==> config.mk <==
export PLATFORM = sky130hd
export DESIGN_NAME = generic_demux_flat
export DESIGN_NICKNAME = d
export VERILOG_FILES = /design/src/rtl/generic_demux_pkg.sv /design/src/rtl/generic_demux_if.sv /design/src/rtl/generic_demux_slot.sv /design/src/rtl/generic_demux.sv /design/src/flat_wrapper.sv
export SDC_FILE = /design/constraint.sdc
export NUM_CORES = 1
export LEC_CHECK = 0
export CORE_UTILIZATION = 25
export CTS_BUF_LIST = sky130_fd_sc_hd__clkbuf_8
export CTS_CLUSTER_DIAMETER = 100
export DETAILED_ROUTE_END_ITERATION = 6
export PLACE_DENSITY = 0.53
export RECOVER_POWER = 25
export SLEW_MARGIN = 20
export SYNTH_ARGS = -nofsm -noshare
export SYNTH_HDL_FRONTEND = slang
export SYNTH_SLANG_ARGS = --single-unit
export TNS_END_PERCENT = 5
==> constraint.sdc <==
create_clock -name clock -period 1.3 [get_ports clock]
set_input_delay 0.13 -clock clock [delete_from_list [all_inputs] [get_ports clock]]
set_output_delay 0.13 -clock clock [all_outputs]
set_load 0.05 [all_outputs]
==> src/rtl/generic_demux_pkg.sv <==
// Shared sizing constants and the select-legality helper for the generic demultiplexer.
package generic_demux_pkg;
    localparam int N_DEF   = 3;
    localparam int W_DEF   = 8;
    localparam int CNT_W   = 8;
    localparam int SEL_MAX = 32;

    // Exactly one bit set; callers zero-extend narrower selects to SEL_MAX.
    function automatic logic is_onehot(input logic [SEL_MAX-1:0] v);
        return (v != {SEL_MAX{1'b0}}) && ((v & (v - 32'd1)) == {SEL_MAX{1'b0}});
    endfunction
endpackage

==> src/rtl/generic_demux_if.sv <==
// Source-side handshake plus the per-channel sink buses of the demultiplexer.
interface generic_demux_if #(
    parameter int N = generic_demux_pkg::N_DEF,
    parameter int W = generic_demux_pkg::W_DEF
) ();
    import generic_demux_pkg::*;

    logic [N-1:0]            io_select;
    logic                    io_in_valid;
    logic                    io_in_ready;
    logic [W-1:0]            io_in_bits;
    logic [N-1:0]            io_outputs_valid;
    logic [N-1:0]            io_outputs_ready;
    logic [N-1:0][W-1:0]     io_outputs_bits;
    logic [N-1:0][CNT_W-1:0] io_outputs_count;
    logic                    io_error;

    modport slave (
        input  io_select, io_in_valid, io_in_bits, io_outputs_ready,
        output io_in_ready, io_outputs_valid, io_outputs_bits, io_outputs_count, io_error
    );

    modport master (
        output io_select, io_in_valid, io_in_bits, io_outputs_ready,
        input  io_in_ready, io_outputs_valid, io_outputs_bits, io_outputs_count, io_error
    );
endinterface

==> src/rtl/generic_demux_slot.sv <==
// One output channel: single-entry buffer and a wrapping count of completed drains.
module demux_slot
    import generic_demux_pkg::*;
#(
    parameter int W = W_DEF
) (
    input  logic             clock,
    input  logic             reset,
    input  logic             load,
    input  logic [W-1:0]     in_bits,
    input  logic             out_ready,
    output logic             out_valid,
    output logic [W-1:0]     out_bits,
    output logic [CNT_W-1:0] out_count
);
    logic             full_q,  full_d;
    logic [W-1:0]     data_q,  data_d;
    logic [CNT_W-1:0] count_q, count_d;
    logic             drain_s;

    // Next-state: a load wins over a drain so a same-cycle refill leaves no bubble.
    always_comb begin
        drain_s = full_q & out_ready;
        full_d  = full_q;
        data_d  = data_q;
        count_d = count_q;
        if (load) begin
            full_d = 1'b1;
            data_d = in_bits;
        end else if (drain_s) begin
            full_d = 1'b0;
        end else begin
            full_d = full_q;
        end
        if (drain_s) begin
            count_d = count_q + 8'd1;
        end else begin
            count_d = count_q;
        end
    end

    // Buffer and counter state with synchronous reset.
    always_ff @(posedge clock) begin
        if (reset) begin
            full_q  <= 1'b0;
            data_q  <= {W{1'b0}};
            count_q <= {CNT_W{1'b0}};
        end else begin
            full_q  <= full_d;
            data_q  <= data_d;
            count_q <= count_d;
        end
    end

    assign out_valid = full_q;
    assign out_bits  = data_q;
    assign out_count = count_q;
endmodule

==> src/rtl/generic_demux.sv <==
// Demultiplexer top: select decode, ready mux and sticky error; N buffered channels below.
module generic_demux
    import generic_demux_pkg::*;
#(
    parameter int N = N_DEF,
    parameter int W = W_DEF
) (
    input  logic            clock,
    input  logic            reset,
    generic_demux_if.slave  io
);
    logic                    sel_legal_s;
    logic                    sel_ready_s;
    logic                    in_ready_s;
    logic [N-1:0]            load_s;
    logic [N-1:0]            valid_s;
    logic [N-1:0][W-1:0]     bits_s;
    logic [N-1:0][CNT_W-1:0] count_s;
    logic                    error_q, error_d;

    // Select decode and ready mux; with a legal one-hot select the AND-OR is the mux.
    always_comb begin
        sel_legal_s = is_onehot(SEL_MAX'(io.io_select));
        sel_ready_s = |(io.io_select & (~valid_s | io.io_outputs_ready));
        in_ready_s  = sel_legal_s & sel_ready_s;
        load_s      = {N{1'b0}};
        if (io.io_in_valid && in_ready_s) begin
            load_s = io.io_select;
        end else begin
            load_s = {N{1'b0}};
        end
        error_d = error_q | (io.io_in_valid & ~sel_legal_s);
    end

    // Sticky illegal-select flag.
    always_ff @(posedge clock) begin
        if (reset) begin
            error_q <= 1'b0;
        end else begin
            error_q <= error_d;
        end
    end

    for (genvar i = 0; i < N; i++) begin : g_slot
        demux_slot #(.W(W)) u_slot (
            .clock     (clock),
            .reset     (reset),
            .load      (load_s[i]),
            .in_bits   (io.io_in_bits),
            .out_ready (io.io_outputs_ready[i]),
            .out_valid (valid_s[i]),
            .out_bits  (bits_s[i]),
            .out_count (count_s[i])
        );
    end

    assign io.io_in_ready      = in_ready_s;
    assign io.io_outputs_valid = valid_s;
    assign io.io_outputs_bits  = bits_s;
    assign io.io_outputs_count = count_s;
    assign io.io_error         = error_q;
endmodule

==> src/flat_wrapper.sv <==
// flat-port wrapper written by rule: the top's interface ports become plain ports
module generic_demux_flat import generic_demux_pkg::*;
#(
    parameter int N = N_DEF,
    parameter int W = W_DEF
)
  (clock, reset, io_io_select, io_io_in_valid, io_io_in_bits, io_io_outputs_ready, io_io_in_ready, io_io_outputs_valid, io_io_outputs_bits, io_io_outputs_count, io_io_error);
  generic_demux_if #(.N(N), .W(W)) io_i ();
  input  logic clock;
  input  logic reset;
  input wire logic [$bits(io_i.io_select)-1:0] io_io_select;
  input wire logic [$bits(io_i.io_in_valid)-1:0] io_io_in_valid;
  input wire logic [$bits(io_i.io_in_bits)-1:0] io_io_in_bits;
  input wire logic [$bits(io_i.io_outputs_ready)-1:0] io_io_outputs_ready;
  output wire logic [$bits(io_i.io_in_ready)-1:0] io_io_in_ready;
  output wire logic [$bits(io_i.io_outputs_valid)-1:0] io_io_outputs_valid;
  output wire logic [$bits(io_i.io_outputs_bits)-1:0] io_io_outputs_bits;
  output wire logic [$bits(io_i.io_outputs_count)-1:0] io_io_outputs_count;
  output wire logic [$bits(io_i.io_error)-1:0] io_io_error;
  assign io_i.io_select = io_io_select;
  assign io_i.io_in_valid = io_io_in_valid;
  assign io_i.io_in_bits = io_io_in_bits;
  assign io_i.io_outputs_ready = io_io_outputs_ready;
  assign io_io_in_ready = io_i.io_in_ready;
  assign io_io_outputs_valid = io_i.io_outputs_valid;
  assign io_io_outputs_bits = io_i.io_outputs_bits;
  assign io_io_outputs_count = io_i.io_outputs_count;
  assign io_io_error = io_i.io_error;
  generic_demux #(.N(N), .W(W)) u_core (.clock(clock), .reset(reset), .io(io_i));
endmodule
Figure 1. Signal wires by layer.
The bar under the picture is 20 um long. Only two layers are drawn.
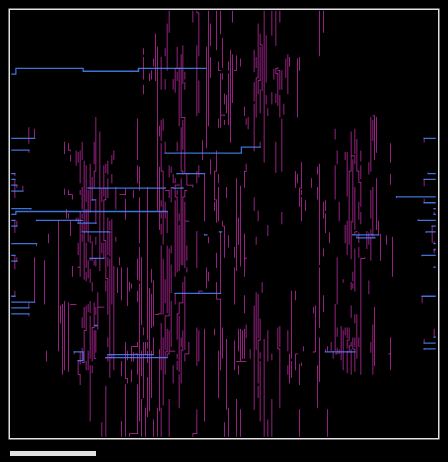
met2 -> magenta  # wire length 3220 um
met3 -> blue  # wire length 297 um
via total after detailed routing: 2418
routed len/inst: 13.7 um
detailed-route wire length: 6760 um
global-route usage over all layers: 13.9%

Figure 2. Cells coloured by class.
Fill, decap, tap and diode cells in grey.
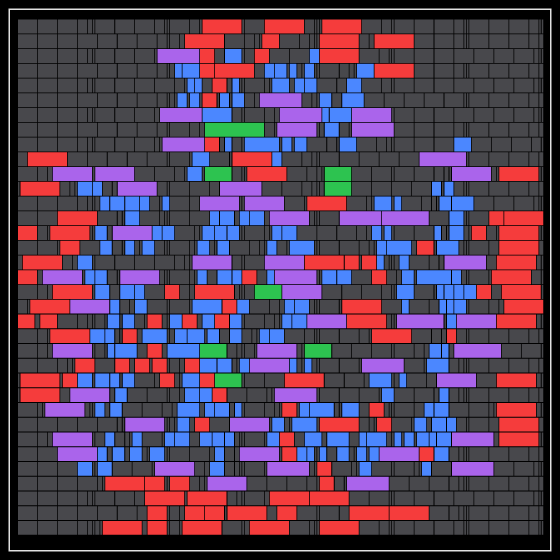
other buffers and delay cells -> red  # cells 107
all other logic -> blue  # cells 199
clock drivers and dummy loads -> green  # cells 8
flops -> purple  # cells 52
fin util: 45.3%
standard-cell row count: 35
fin area: 0.00419 mm^2
Core Region: 0.00924 mm^2
Seq/total area: 25.7%

Figure 3. Clock nets.
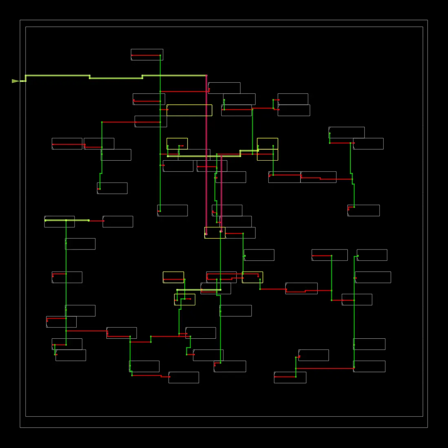
clock latency reported for the late side of the worst-skew pair: 300 ps
clock sinks: 52
number of CTS-inserted buffers: 5
count of clock buffers in the final design: 7
sequential cells: 52

Figure 4. Register map, names as in the netlist.
The bar under the picture is 20 um long. Other sequential cells in the stronger grey, the rest of the logic in the fainter grey.
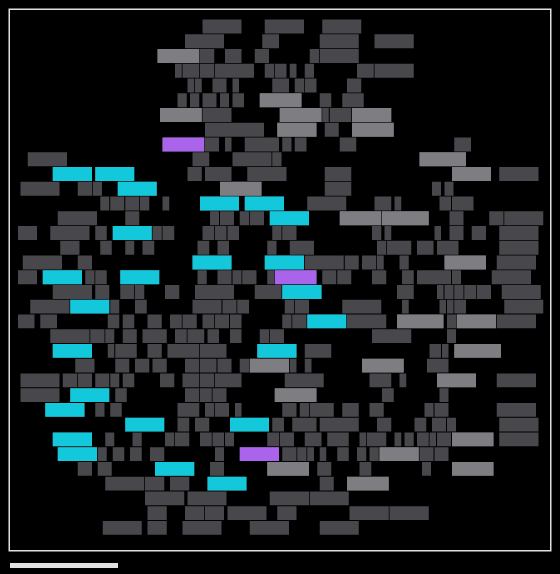
u_core.g_slot.u_slot.out_valid -> purple  # flops 3
u_core.g_slot.u_slot.out_bits -> cyan  # flops 24
area occupied by registers: 0.00108 mm^2
seq pwr: 1.63 mW

==> reports/metrics.csv <==
stage,metric,value,unit
sta,fraction of the cycle the final worst path needs,123,%
placement,count of placed standard cells including taps,486,
setup_path,worst reg2reg path depth,4,
sta,final number of max-transition violations,0,
setup_path,arrival time at the worst endpoint,1460,ps
global_routing,pin count of the biggest net entering global routing,35,
placement,final weighted congestion in routability-driven placement,0.799,
power_and_ir_drop,sequential cell fraction of total power,48.9,%
layout,number of non-filler instances in the completed layout,495,
sta,final count of hold timing violations,0,
floorplanning,chip area,0.00992,mm^2
route,count of unresolved DRC violations after routing,0,
worst_hold_path,Worst Hold Class,in -> reg,
layout,Layout Nets,385,
power_and_ir_drop,worst vdd rail ir drop,0.000416,V
job,max cap viols,0,
clock_network,root buf cell,clkbuf_8,
power_and_ir_drop,total power,3.33,mW
layout,count of antenna diodes in the layout,0,
setup_path,capturing point of the worst reg2reg path,u_core.g_slot[0].u_slot.out_count[5],
run_status,violations in the final reports,negative setup slack,
power_and_ir_drop,switching power,0.825,mW
logic_synthesis,post-synth area from yosys stat,0.00238,mm^2
sta,slack of the critical path,-293,ps
logic_synthesis,number of cells in the yosys synthesis report,277,
route,number of iterations in the first detailed-routing pass,4,
clock_network,CTS tree,done,
sta,Fmax,628,MHz
logic_synthesis,part of the Yosys area used for sequential elements,43.7,%
setup_path,internal reg-to-reg setup slack,-10,ps
clock_network,maximum buffer depth of the clock tree,2,
route,1st-iter DRT viols,122,
sta,worst slack on hold paths,112,ps
logic_synthesis,cells after synthesis,277,
sta,total of endpoints with negative setup slack in the final report,3,
logic_synthesis,Post-Syn Area per Cell,8.60,um^2
setup_path,CP Capture Type,output port,
floorplanning,chip width,99.6,um
logic_synthesis,cells taking the most area after synthesis,"dfxtp_1 44%, a21oi_1 9.5%, o31ai_1 9.5%",
power_and_ir_drop,leak pwr,1.47,nW
placement,cell area after placement,0.00398,mm^2
power_and_ir_drop,combinational fraction of design power,14.4,%
sta,transition time of the tightest slew-check pin,362,ps
global_routing,via count of the first global-routing pass,2147,
worst_hold_path,worst hold path depth,2,
sta,setup skew after layout,7.90,ps
setup_path,Critical Setup Path Class,reg -> out,
logic_synthesis,cell accounting for the most synthesized area,dfxtp_1,
logic_synthesis,area of the mapped netlist,0.00238,mm^2
job,number of warnings in the stage logs,29,
setup_path,startpoint of the worst register-to-register path,u_core.g_slot[0].u_slot.out_valid,
logic_synthesis,number of synthesized register bits,52,
layout,fraction of layout instances using a drive strength above 1,39.3,%
global_routing,antenna violations before repair,0,
logic_synthesis,Largest type area fraction,43.7,%
sta,worst-case headroom to the max-slew limit,75.9,%
setup_path,required time at the endpoint of the critical path,1170,ps
logic_synthesis,count of distinct cell types in the synthesized netlist,34,
setup_path,maximum fanout count along the critical path,2,
run_status,run status,finished with violations,
placement,PortBufs,69,
sta,unrepaired setup endpoints after global routing,true,
logic_synthesis,count of warnings emitted by yosys,0,
setup_path,launching element type of the critical path,flip-flop,
placement,post-DP HPWL,4910,um
setup_path,CP Launch Point,u_core.g_slot[1].u_slot.out_valid,
## logic make-up (layout without fill, tap and decap cells)
logic type / after synthesis / in the layout / share of synthesized area [%]
adder cells (fa/ha/maj): 3 / 3 / 1.58
multiplexers: 2 / 2 / 0.946
AND/OR/NAND/NOR: 98 / 98 / 24.6
AND-OR/OR-AND: 84 / 84 / 21.1
XOR/XNOR: 7 / 7 / 2.57
flip-flops: 52 / 52 / 43.7
buffers and inverters: 31 / 120 / 5.52
## layout make-up
type | instances | area (um^2) | share of cell area, %
timing repair buffer | 107 | 1510 | 36.0
clock inverter | 1 | 30.0 | 0.717
multi-input combinational | 194 | 1300 | 31.0
inverter | 5 | 18.8 | 0.448
tap | 129 | 161 | 3.85
clock buffer | 7 | 96.3 | 2.30
sequential | 52 | 1080 | 25.7
## state kept, by name, summed over array words and instances (netlist names)
register	cells
u_core.io.io_error	1
u_core.g_slot.u_slot.out_count	24
u_core.g_slot.u_slot.out_valid	3
u_core.g_slot.u_slot.out_bits	24
## what timing repair did
| item | in CTS | in global routing |
|---|---|---|
| pin swaps | 1 | 3 |
| gates resized | 5 | 21 |
| endpoints found under the setup margin | 2 | 21 |
| hold buffers | 0 | 0 |
| buffers inserted | 1 | 0 |
| cloned | 0 | 0 |
## cells in the mapped netlist (all sizes together)
cell type  number
and2b           2
xnor2           2
a21oi          45
and3b           1
buf             8
nor2           12
o21ai           7
clkbuf         18
nor2b           6
nand2          11
o211ai          1
nor3b           1
a221oi          1
dfxtp          52
nand3b          1
mux2            2
xor2            5
ha              3
nand3          11
and3            1
inv             4
or2b            2
nand4          31
nand2b          3
or4             6
or3             8
clkinv          1
o31ai          30
or3b            2
## power groups by stage
stage	sequential [mW]	combinational (mW)	clock (mW)
2_1_floorplan	1.73	0.156	0
3_3_place_gp	1.67	0.475	0
3_5_place_dp	1.67	0.478	0
4_1_cts	1.64	0.477	1.27
5_1_grt	1.63	0.510	1.34
6_report	1.63	0.481	1.22
## worst max-delay path, stage by stage (launching register included)
cell	delay, ps
dfxtp_2	330
or2b_1	260
a221oi_2	340
a21oi_4	70
buf_12	160
## metal layers
metal	track usage [%]	wire length, um
met5	0	0
met4	4.30	86
met3	2.67	297
met2	21.9	3220
met1	19.3	3160
## through the flow
stage	setup TNS (ps)	worst slack [ps]
after floorplan	-890	-116
after global placement	-10660	-323
after detailed placement	-11480	-341
after CTS	-331	-324
after global routing	-604	-345
final	-314	-293
## placed cells by master, fill, tap and decap left out, types with 5 or more instances in the layout
| cell type | n |
|---|---|
| a21oi_1 | 40 |
| nor2b_1 | 6 |
| buf_12 | 54 |
| xor2_1 | 5 |
| clkbuf_8 | 7 |
| nand3_1 | 8 |
| o31ai_1 | 29 |
| dfxtp_2 | 16 |
| o21ai_0 | 7 |
| clkdlybuf4s50_1 | 11 |
| dfxtp_1 | 32 |
| nand4_1 | 30 |
| nor2_1 | 12 |
| buf_4 | 37 |
| or3_1 | 7 |
| nand2_1 | 11 |
Power figures rest on the tool's default switching activity, not on a simulated workload.
